### src/rtl/count_display_pkg.sv
// Shared types and helpers for the BCD count display: FSM states, 7-segment
// codes (active-high, bit0=a .. bit6=g) and the double-dabble digit adjust.
package count_display_pkg;

  typedef enum logic [1:0] {
    IDLE   = 2'd0,
    CONV   = 2'd1,
    UPDATE = 2'd2
  } state_e;

  localparam logic [6:0] SEG_0     = 7'b0111111;
  localparam logic [6:0] SEG_1     = 7'b0000110;
  localparam logic [6:0] SEG_2     = 7'b1011011;
  localparam logic [6:0] SEG_3     = 7'b1001111;
  localparam logic [6:0] SEG_4     = 7'b1100110;
  localparam logic [6:0] SEG_5     = 7'b1101101;
  localparam logic [6:0] SEG_6     = 7'b1111101;
  localparam logic [6:0] SEG_7     = 7'b0000111;
  localparam logic [6:0] SEG_8     = 7'b1111111;
  localparam logic [6:0] SEG_9     = 7'b1101111;
  localparam logic [6:0] SEG_BLANK = 7'b0000000;

  // Non-decimal nibbles cannot occur; they map to blank rather than garbage.
  function automatic logic [6:0] digit_to_seg(input logic [3:0] digit);
    case (digit)
      4'd0:    return SEG_0;
      4'd1:    return SEG_1;
      4'd2:    return SEG_2;
      4'd3:    return SEG_3;
      4'd4:    return SEG_4;
      4'd5:    return SEG_5;
      4'd6:    return SEG_6;
      4'd7:    return SEG_7;
      4'd8:    return SEG_8;
      4'd9:    return SEG_9;
      default: return SEG_BLANK;
    endcase
  endfunction

  function automatic logic [11:0] bcd_adjust(input logic [11:0] w);
    logic [11:0] r;
    r = w;
    for (int i = 0; i < 3; i++) begin
      if (w[4*i +: 4] >= 4'd5) r[4*i +: 4] = w[4*i +: 4] + 4'd3;
    end
    return r;
  endfunction

endpackage

### src/rtl/bin2bcd_seq.sv
// Sequential 8-bit to 3-digit BCD converter (shift-add-3), one shift per clock.
// done marks the edge of the final shift; dout is the result from then on.
module bin2bcd_seq
  import count_display_pkg::*;
(
  input  logic        clk,
  input  logic        reset,
  input  logic        start,
  input  logic [7:0]  din,
  output logic [11:0] dout,
  output logic        done
);

  logic [7:0]  sh_q, sh_d;
  logic [11:0] w_q, w_d;
  logic [2:0]  cnt_q, cnt_d;
  logic        run_q, run_d;

  always_comb begin
    // NOTE: every next-state signal gets a default first so no path leaves it unassigned (no latch).
    sh_d  = sh_q;
    w_d   = w_q;
    cnt_d = cnt_q;
    run_d = run_q;
    if (start) begin
      sh_d  = din;
      w_d   = '0;
      cnt_d = '0;
      run_d = 1'b1;
    end else if (run_q) begin
      {w_d, sh_d} = {bcd_adjust(w_q), sh_q} << 1;
      cnt_d       = cnt_q + 3'd1;
      if (cnt_q == 3'd7) run_d = 1'b0;
    end
  end

  always_ff @(posedge clk) begin
    // NOTE: state updates use non-blocking assignments so all registers see pre-edge values.
    if (reset) begin
      sh_q  <= '0;
      w_q   <= '0;
      cnt_q <= '0;
      run_q <= 1'b0;
    end else begin
      sh_q  <= sh_d;
      w_q   <= w_d;
      cnt_q <= cnt_d;
      run_q <= run_d;
    end
  end

  assign dout = w_q;
  assign done = run_q && (cnt_q == 3'd7);

endmodule

### src/rtl/count_bcd_display.sv
// Samples the counter value, converts it to BCD when it changes and drives
// three registered 7-segment digits with optional leading-zero blanking.
module count_bcd_display
  import count_display_pkg::*;
#(
  parameter logic BLANK_LZ       = 1'b1,
  parameter logic SEG_ACTIVE_LOW = 1'b1
) (
  input  logic        clk,
  input  logic        reset,
  input  logic [7:0]  count,
  output logic [11:0] bcd,
  output logic [6:0]  hex2,
  output logic [6:0]  hex1,
  output logic [6:0]  hex0,
  output logic        busy,
  output logic        upd
);

  // XOR mask applied to every active-high code to reach board polarity.
  localparam logic [6:0] SEG_POL    = SEG_ACTIVE_LOW ? 7'h7F : 7'h00;
  localparam logic [6:0] SEG_LZ_RST = BLANK_LZ ? SEG_BLANK : SEG_0;

  state_e      state_q;
  logic [7:0]  last_q;
  logic        force_q;
  logic [11:0] bcd_q;
  logic [6:0]  hex2_q, hex1_q, hex0_q;
  logic        upd_q;

  logic        start;
  logic [11:0] conv_w;
  logic        conv_done;
  logic [6:0]  hex2_d, hex1_d, hex0_d;

  assign start = (state_q == IDLE) && ((count != last_q) || force_q);

  bin2bcd_seq u_bin2bcd (
    .clk   (clk),
    .reset (reset),
    .start (start),
    .din   (count),
    .dout  (conv_w),
    .done  (conv_done)
  );

  always_comb begin
    hex2_d = digit_to_seg(conv_w[11:8]);
    hex1_d = digit_to_seg(conv_w[7:4]);
    hex0_d = digit_to_seg(conv_w[3:0]);
    if (BLANK_LZ && (conv_w[11:8] == 4'd0)) begin
      hex2_d = SEG_BLANK;
      if (conv_w[7:4] == 4'd0) hex1_d = SEG_BLANK;
    end
  end

  always_ff @(posedge clk) begin
    if (reset) begin
      state_q <= IDLE;
      last_q  <= '0;
      force_q <= 1'b1;
      bcd_q   <= '0;
      hex2_q  <= SEG_LZ_RST ^ SEG_POL;
      hex1_q  <= SEG_LZ_RST ^ SEG_POL;
      hex0_q  <= SEG_0 ^ SEG_POL;
      upd_q   <= 1'b0;
    end else begin
      upd_q <= 1'b0;
      case (state_q)
        IDLE: begin
          if (start) begin
            last_q  <= count;
            force_q <= 1'b0;
            state_q <= CONV;
          end
        end
        CONV: begin
          if (conv_done) state_q <= UPDATE;
        end
        UPDATE: begin
          bcd_q   <= conv_w;
          hex2_q  <= hex2_d ^ SEG_POL;
          hex1_q  <= hex1_d ^ SEG_POL;
          hex0_q  <= hex0_d ^ SEG_POL;
          upd_q   <= 1'b1;
          state_q <= IDLE;
        end
        default: state_q <= IDLE;
      endcase
    end
  end

  assign bcd  = bcd_q;
  assign hex2 = hex2_q;
  assign hex1 = hex1_q;
  assign hex0 = hex0_q;
  assign upd  = upd_q;
  assign busy = (state_q != IDLE);

endmodule

### config.mk
export PLATFORM = sky130hd
export DESIGN_NAME = count_bcd_display
export DESIGN_NICKNAME = d
export VERILOG_FILES = /design/src/rtl/count_display_pkg.sv /design/src/rtl/bin2bcd_seq.sv /design/src/rtl/count_bcd_display.sv
export SDC_FILE = /design/constraint.sdc
export NUM_CORES = 1
export LEC_CHECK = 0
export CAP_MARGIN = 25
export CORE_MARGIN = 2
export CORE_UTILIZATION = 30
export CTS_CLUSTER_DIAMETER = 100
export DETAILED_ROUTE_END_ITERATION = 16
export SYNTH_ARGS = -nofsm -noshare
export SYNTH_HDL_FRONTEND = slang
export SYNTH_SLANG_ARGS = --single-unit
### constraint.sdc
create_clock -name clk -period 5.3 [get_ports clk]
set_input_delay 1.06 -clock clk [delete_from_list [all_inputs] [get_ports clk]]
set_output_delay 1.06 -clock clk [all_outputs]
set_load 0.05 [all_outputs]
**Run 1: register map, names as in the netlist**

Scale bar: 20 um. Other sequential cells in the stronger gray, the rest of the logic in the fainter gray.
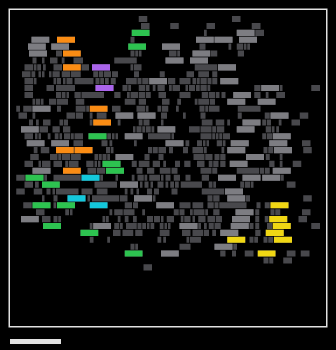
color	signal	sequential cells
purple	`state_q`	2
cyan	`u_bin2bcd.cnt_q`	3
yellow	`hex2`	7
green	`bcd`	12
orange	`u_bin2bcd.sh_q`	8
not colored	58
Sequential cell area: 1800 sq um
share of the core filled with cells in the final layout: 36.5%
sequential power: 701 uW

**Run 1: clock nets**

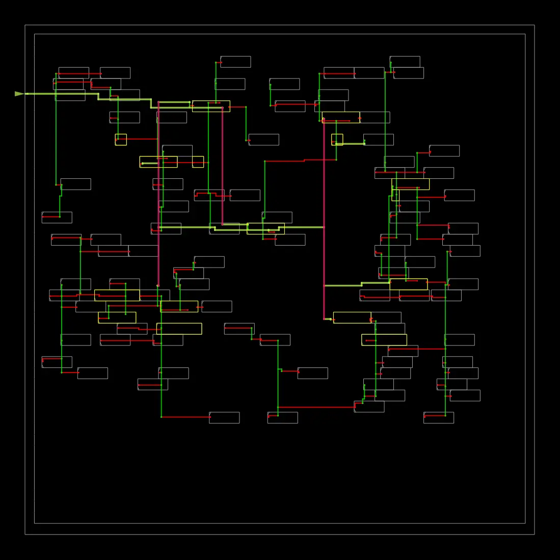
cts bufs inserted: 9
Clock buffer cells: 9
worst setup skew after layout: 0.00434 ns
FFs & Latches: 90

**Run 1: close-up of the layout**

Region (78, 16) to (108, 46) um. Cells in gray, sequential cells in the stronger gray; small squares are vias.
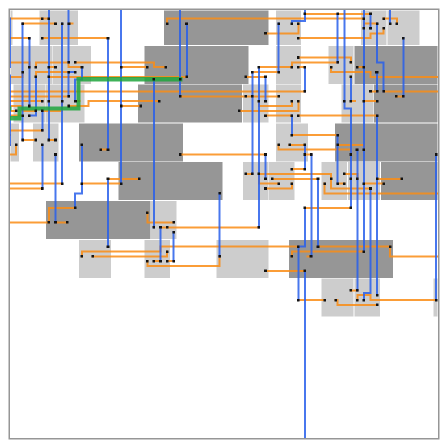
color	layer
blue	M2
green	M3
orange	M1
most frequent	dfxtp_1 (11), o21ai_0 (7)
cells with their middle in the window	36
sequential cells in the window	11
netlist names of flops here include	`hex2` (6)

**Run 1: cells by drive strength**

Scale bar: 20 um.
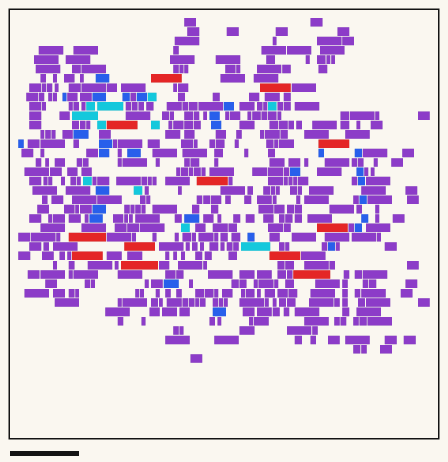
color	size	cells
cyan	x3 and x4	11
red	x6 and larger	12
blue	x2	29
purple	x1 and smaller	477
worst setup slack after layout: 1.69 ns
number of non-clock buffers: 49

==> run summary, run 1 <==
Purpose: to document the outcome of synthesis and place and route.

Outcome
The run finished with clean final reports.

Worst hold path
The path type of the worst min-delay path is flop to flop. Looking at the hold checks, the worst path lands on hex0[5]. The launch point of the worst hold path is hex0_d[5]. Counting instances, the worst hold path has a depth of 1.

Detailed routing
The routed wire length is around 9.5 mm. In this run, the number of DRC markers left after iteration 0 of detailed routing was 154. After detailed routing, the met2 layer carries around 4.2 mm of wire. In the routed design, unresolved DRC markers number 0. The uppermost metal layer occupied by signal nets is met4. The routed layout has 3435 vias. Before antenna repair, the detailed router went through 4 iterations.

Pwr
The highest supply drop recorded on VDD is around 180 uV. The clock network is responsible for 47.5% of the overall power. The combinational power share is 6.6%.

Looking at the group totals, the largest power group turns out to be the clock network. Sequential cells burn 45.9% of the power. The total power per unit cell area is 291 nW/um^2. The switching share of total power is 22.0%. Summed over all nets, the switching power comes to 335 uW. Internal power comes to roughly 1.2 mW. The clock network power is 725 uW.

Overall power consumption after layout is estimated at 1.53 mW. Combinational power for this build is 101 uW. The standby leakage power is 1.95 nW.

Synthesis
The most instantiated library cell after synthesis is dfxtp_1. The post-synth register bit count is 90. The synth_stat.txt file lists the number of cells as 494. The main combinational cell family by area after synthesis is simple AND/OR/NAND/NOR gates. The synthesis log from Yosys contains 0 warnings. The sequential cell area fraction in the yosys report is 41.3%. For reference, the top cells by count after synthesis are 90 x dfxtp_1, 51 x nor2_1, 49 x nand2_1, 34 x a21oi_1, 26 x ha_1. The async set-reset flop share out of synthesis is 0%.

The synthesis report names the predominant flop master as dfxtp_1. The post-synthesis share of cell area spent on and-or and or-and gates is around a fifth. Per the synthesis report, the adder-cell share of the synthesized area is 7.45%.

The main area contributors are dfxtp_1 41%, ha_1 7.5%, nor2_1 4.4%, nand2_1 4.2%, a21oi_1 3.9%. The area fraction of the dominant cell type after synthesis is between 40% and 50%. The largest area contributor in the synthesized netlist is dfxtp_1. For reference, the post-synthesis area per instance comes to 8.83 sq um. After synthesis, the netlist uses approximately 56 different library cells. The synthesized instance count is 494.

In this run, synthesis inferred 0 flip-flops with an integrated enable. The synthesized-area fraction occupied by xor and xnor cells is under 10%. The area of the mapped netlist is between 4000 and 5000 sq um. The proportion of synthesized area in mux cells is 4.79%.

Clock tree
The number of clock sinks is 90. The clock reaches the later pin of the worst-skew pair after between 0.3 and 0.4 ns. The buffer cell driving the clock tree root is clkbuf_16. Buffers added to address setup during post-CTS repair amount to 0. The number of H-tree branching levels is 3. In this run the deepest clock path goes through 2 buffers.

The clock-pin slew reported for the worst setup and hold paths after clock tree synthesis is 0.06 ns. Buffers inserted to repair hold after CTS numbered 0.

Timing
In this build the clock could be raised as far as 0.277 GHz. The final tally of max-slew violations is 0. The final critical path time including I/O delays and setup is 3.61 ns. Final hold analysis gives a worst-case slack of 0.409 ns. The number of setup violations in the final report is 0. The final period utilization is 68.1%.

The worst relative slew slack is between 40% and 50%. The worst-margin pin slew is approximately 0.76 ns. Setup repair after global routing left no endpoint under its margin.

The final layout reports a setup TNS of 0 ns. The final timing report lists a hold violation count of 0.

Critical path
The slowest library cell on the worst path is clkdlybuf4s50_1. The worst reg2reg path depth is 11. The element type at the critical path start is a primary input.

Traced cell by cell, the critical path runs through clkdlybuf4s50_1 -> xor2_1 -> nor3_1 -> a31oi_4 -> nor2_1 -> inv_1 -> ha_1 -> a2111oi_0 -> a31oi_1 -> o22ai_1. The startpoint of the most critical register-to-register path is u_bin2bcd.dout[5]. The critical path is of the primary input to flop type.

Along the worst path, the maximum fanout reaches 24. The slack of the worst reg-to-reg path is 2.48 ns. The peak per-stage delay on the critical path is 0.47 ns. Together, buffers and inverters on the worst path number 2. The worst setup path is captured at a flop. STA puts the critical path data arrival time at ~3.9 ns. In this run the worst setup path begins at count[7]. The required time at the worst-slack endpoint is 5.56 ns.

Global routing
The initial antenna violation count is 0. The remaining global-route overflow is 0. The met3 global-route usage is between 3 and 4%. For this run, global-route usage on met1 was measured as 17.3%. The global-route usage over all layers is 12.7%. The met2 track utilization from global routing is between 15 and 20%. The via count of the first global-routing pass is between 3000 and 4000. The wire length of the first global-routing pass is 16.4 mm.

Entering global routing, the biggest net connects 49 pins. The most used routing layer in global routing is met2.

Layout
The repair_antennas step left the layout with diodes totalling 0. The library cell used most frequently in the layout, excluding fill and tap cells, is dfxtp_1. The number of non-filler instances in the completed layout is slightly above 700. The finished cells cover 5240 sq um. In the final layout, the multi-input gates occupy 2320 sq um.

The layout net count is 560. The layout summary lists the proportion of cells stronger than drive strength 1 as about a tenth.

Placement
The cell count after placement is 697. The total of buffers placed on input and output ports is about 44. Timing analysis after detailed placement gives a worst setup slack of roughly 1.4 ns. The placed wire-length estimate is approximately 6.8 mm.

Per the detailed placement report, the placed cell area equals 4900 sq um.

Die
The core footprint is 14400 sq um. The die is 125 um wide. According to the floorplan log, the row count is 44.

From bottom edge to top edge, the die measures 125 um. The initial utilization of the core area, before any placement, comes to 30.4%.

Job
Per the run summary, max-cap violations total 0.
-- run 1: logic make-up (layout without fill, tap and decap cells) --
family | Yosys count | count (layout)
AND/OR/NAND/NOR | 170 | 170
buffers and inverters | 51 | 86
multiplexers | 20 | 20
flip-flops | 90 | 90
XOR/XNOR | 11 | 11
adder cells (fa/ha/maj) | 26 | 26
AND-OR/OR-AND | 126 | 126
-- run 1: layout make-up --
type | instances | share of cell area [%]
Tap cell | 184 | 4.39
Timing Repair Buffer | 49 | 9.02
Clock inverter | 7 | 2.24
Inverter | 21 | 1.50
Sequential cell | 90 | 34.4
Multi-Input combinational cell | 353 | 44.2
Clock buffer | 9 | 4.29
==> run 2, diff against run 1 <==
- clock period: 5.3 -> 3.3 ns (I/O delays scaled with it)
==> run summary, run 2 <==
Purpose: to document the outcome of synthesis and place and route.

Outcome
The run finished with clean final reports.

Synthesis
The async set-reset flop share out of synthesis came to 0% (unchanged). The post-synthesis instance total is 494 (unchanged). The area fraction of the dominant cell type after synthesis is 41.3% (unchanged). The cell total in the yosys stat output was 494 (unchanged).

The post-synthesis area per instance is 8.83 sq um (unchanged). The simple-gate share of the synthesized area is ~19%. For reference, the top cells by area after synthesis are dfxtp_1 41%, ha_1 7.5%, nor2_1 4.4%, nand2_1 4.2%, a21oi_1 3.9%.

The number of warning messages in the yosys log is 0 (unchanged). The number of storage elements in the synthesis netlist is 90 (unchanged). The proportion of synthesized area in mux cells was 4.79% (unchanged). The synthesized-area fraction occupied by xor and xnor cells was 2.21% (unchanged). The most instantiated library cell after synthesis is dfxtp_1. The main combinational cell family by area after synthesis is simple AND/OR/NAND/NOR gates. The biggest area contributor in the post-synthesis netlist is dfxtp_1. The commonest register cell is dfxtp_1. The number of distinct library cell variants in the gate-level netlist after synthesis came to 56 (unchanged).

The number of synthesized flops with an enable pin is 0 (unchanged). The sequential cell area fraction in the yosys report came to 41.3% (unchanged). The post-synthesis share of cell area spent on and-or and or-and gates was 19.3% (unchanged). The synthesis run shows the most used standard cells to be 90 x dfxtp_1, 51 x nor2_1, 49 x nand2_1, 34 x a21oi_1, 26 x ha_1.

The chip area from the yosys synthesis statistics is 4360 sq um. The adder and majority cell fraction of the synthesized area came to 7.45% (unchanged). The area of the mapped netlist is 4360 sq um (unchanged). The net count after synthesis is approximately 530.

Detailed routing
Signal nets in the final route climb as high as met4. The detailed-routing wirelength on met1 is between 4 and 5 mm. The routed design shows a wire length per standard cell of 13.3 um. The routed length on met2 is 4.20 mm (+0.21%). The number of design-rule violations left by the first detailed-router iteration is 167 (+8.4%). The tally of nets with antenna violations remaining after routing is 0. The routed wire length is 9.56 mm (+0.50%). The routed via count is 3467 (+0.93%).

Using the TritonRoute via totals, the vias-per-cell ratio works out to just under 5. After detailed routing, the met3 layer carries 558 um of wire. The detailed-routing iteration count for the pre-antenna-repair pass is 4 (unchanged). The DRC violation count after routing is 0 (unchanged).

Pwr
The sum of internal, switching and leakage power is 2.41 mW (+57%). The total power per unit cell area is 457 nW/um^2 (+57%). The highest ir drop seen on vdd is 276 uV (+53%). The standby leakage power is 1.96 nW (+0.49%).

Global routing
The initial antenna violation count is 0 (unchanged). The global-route usage over all layers is 12.6% (-0.053 points). The met1 track utilization from global routing is 17.0% (-0.29 points). Global routing put the most usage on met2. The via count of the first global-routing pass is 3342 (-0.77%). The largest net degree at the start of global routing is 48 (-2.0%). The remaining global-route overflow is 0 (unchanged).

The wire length of the first global-routing pass is 16.1 mm (-1.5%). The met3 global-route usage is 4.30% (+1.0 points). The met2 track utilization from global routing came to 19.1% (-0.55 points).

Layout
The area growth from synthesis to layout is 20.5%. The number of antenna cells inserted was 0 (unchanged). The layout net count was 564 (+0.71%). The number of non-filler instances in the completed layout is 717 (+0.56%).

Fill cells in the final layout number 1445. The post-route standard cell area excluding fillers is 5260 sq um (+0.31%). Ranking logic cells in the layout by count gives the top entries 90 x dfxtp_1, 51 x nor2_1, 49 x nand2_1, 43 x clkdlybuf4s50_1, 34 x a21oi_1.

By instance count after routing, the leading logic cell type is dfxtp_1. The share of cells above drive strength 1 came to 10.5% (+0.68 points).

Placement
The total of buffers placed on input and output ports is 44 (unchanged). The placed cell area is 4930 sq um (+0.61%). The cell count after placement is 701 (+0.57%). The minimum setup slack after placement was 0.145 ns (-1.21 ns). The final weighted congestion of routability-driven global placement is 0.820.

The placed wire-length estimate is 6.76 mm (-0.52%).

Critical path
The critical path is of the primary input to flop type. The worst reg2reg path depth came to 11 (unchanged). The slowest stage of the critical path is the clkdlybuf4s50_1 cell. The cell sequence reported for the critical path is clkdlybuf4s50_1 -> xor2_1 -> nor3_1 -> a31oi_4 -> nor2_1 -> inv_1 -> ha_1 -> o21a_1 -> or3_1. The number of buffer and inverter stages on the critical path came to 2 (unchanged).

For the worst reg-to-reg path, the startpoint reported by OpenROAD is u_bin2bcd.dout[5]. The data arrival time of the critical path is 3.06 ns (-0.81 ns). The required time at the worst-slack endpoint is 3.53 ns (-2.03 ns). The capture point of the critical path was reported as hex0_d[1].

The slack of the worst reg-to-reg path came to 0.68 ns (-1.80 ns). The critical-path maximum fanout is 5 (-79%). Counting buffers and inverters, the worst setup path is 9 cells deep. The peak per-stage delay on the critical path is 0.46 ns (about the same). The timing report attributes the biggest portion of critical-path delay to simple AND/OR/NAND/NOR gates. The startpoint of the worst setup timing path is count[4].

The element type at the critical path start is a primary input. The endpoint type of the worst setup path is a flop.

Worst hold path
The count of cells along the worst hold path is 1 (unchanged). The path type of the worst min-delay path is flop to flop. The hold-critical path endpoint is hex0[3]. The launch point of the worst min-delay path is recorded as hex0_d[3].

Timing
The number of setup violations in the final report is 0 (unchanged). The worst path setup slack after routing is 0.466 ns (-1.22 ns). The worst-case hold slack is 0.403 ns (-0.00586 ns). The final critical path time including I/O delays and setup is between 2 and 3 ns.

The peak clock frequency supported by timing is roughly 0.35 GHz. The final number of hold-violating endpoints is 0 (unchanged). The aggregate negative setup slack is 0 ns (unchanged). The final tally of max-slew violations is 0 (unchanged). The worst-margin pin slew is 0.710 ns (-0.0537 ns). Setup repair after global routing left no endpoint under its margin. The worst relative slew slack is 52.4% (+3.6 points). The final period utilization is 85.9%.

Clock tree
The number of H-tree branching levels is 3 (unchanged). The clock network latency to the later pin of the worst-skew pair is 0.34 ns (about the same). The number of buffers inserted by hold repair at cts is 0 (unchanged). The tree is rooted in a clkbuf_16. The clock-pin slew reported for the worst setup and hold paths after clock tree synthesis is 0.06 ns (about the same). The number of buffers created by CTS came to 9 (unchanged).

The maximum buffer depth of the clock tree is 2 (unchanged). The count of buffers added by post-CTS timing repair for setup is 0 (unchanged). The number of clock sinks is 90 (unchanged).

TritonCTS built the clock tree. Gates resized during post-CTS repair numbered 0.

Die
The width of the die is 125 um (unchanged). The number of placement rows came to 44 (unchanged). The floorplan-stage core utilization is 30.4% (unchanged). The die outline height is 125 um (unchanged).

The chip occupies around 16000 sq um. The floorplan report gives the top-level pin count as ~45. The core footprint is 14400 sq um (unchanged).

Job
The max-capacitance violation count came to 0 (unchanged). The stage logs contain a warning count of 43.
## run 2: cell types whose count changed in the layout (fill, tap and decap cells not counted)
cell | previous run | this run
clkbuf_8 | 0 | 1
clkinv_2 | 1 | 0
clkinvlp_4 | 3 | 4
buf_4 | 5 | 9
bufinv_16 | 3 | 2
## run 2: power breakdown
group / internal, mW / switching (mW)
logic: 0.0703 / 0.0946
clock network: 0.684 / 0.431
registers: 1.11 / 0.0174
## run 2: area by class of cell
| cell class | instances | area, sq um | share of cell area [%] |
|---|---|---|---|
| clock buffer | 10 | 239 | 4.54 |
| clock inverter | 6 | 90.1 | 1.71 |
| inverter | 21 | 78.8 | 1.50 |
| multi-input combinational | 353 | 2320 | 44.1 |
| sequential | 90 | 1800 | 34.3 |
| tap | 184 | 230 | 4.38 |
| timing repair buffer | 53 | 503 | 9.56 |
**Run 2: register map, names as in the netlist**

Scale bar: 20 um. Other sequential cells in the stronger gray, the rest of the logic in the fainter gray.
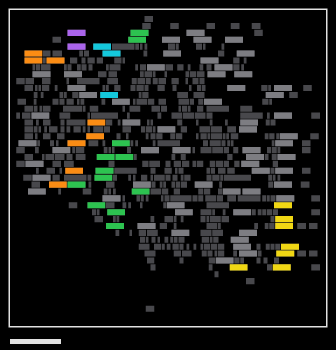
color	signal	sequential cells
orange	`u_bin2bcd.sh_q`	8
yellow	`hex2`	7
green	`bcd`	12
cyan	`u_bin2bcd.cnt_q`	3
purple	`state_q`	2
sequential power: 1.13 mW
sequential portion of the cell area: 34.3%
share of the core filled with cells in the final layout: 36.6%

**Run 2: routed clock nets over the placement**

Scale bar: 20 um.
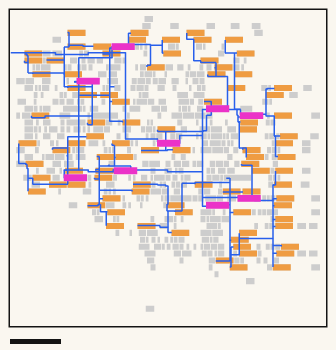
[magenta] clock-net drivers | count: 9
[blue] clock wires | length: 1140 um
[orange] flip-flops | count: 90
routed clock nets	10
power dissipated in the clock network: 1.11 mW
worst setup skew after layout: 0.00759 ns

Power is estimated from default activity; no workload was simulated.
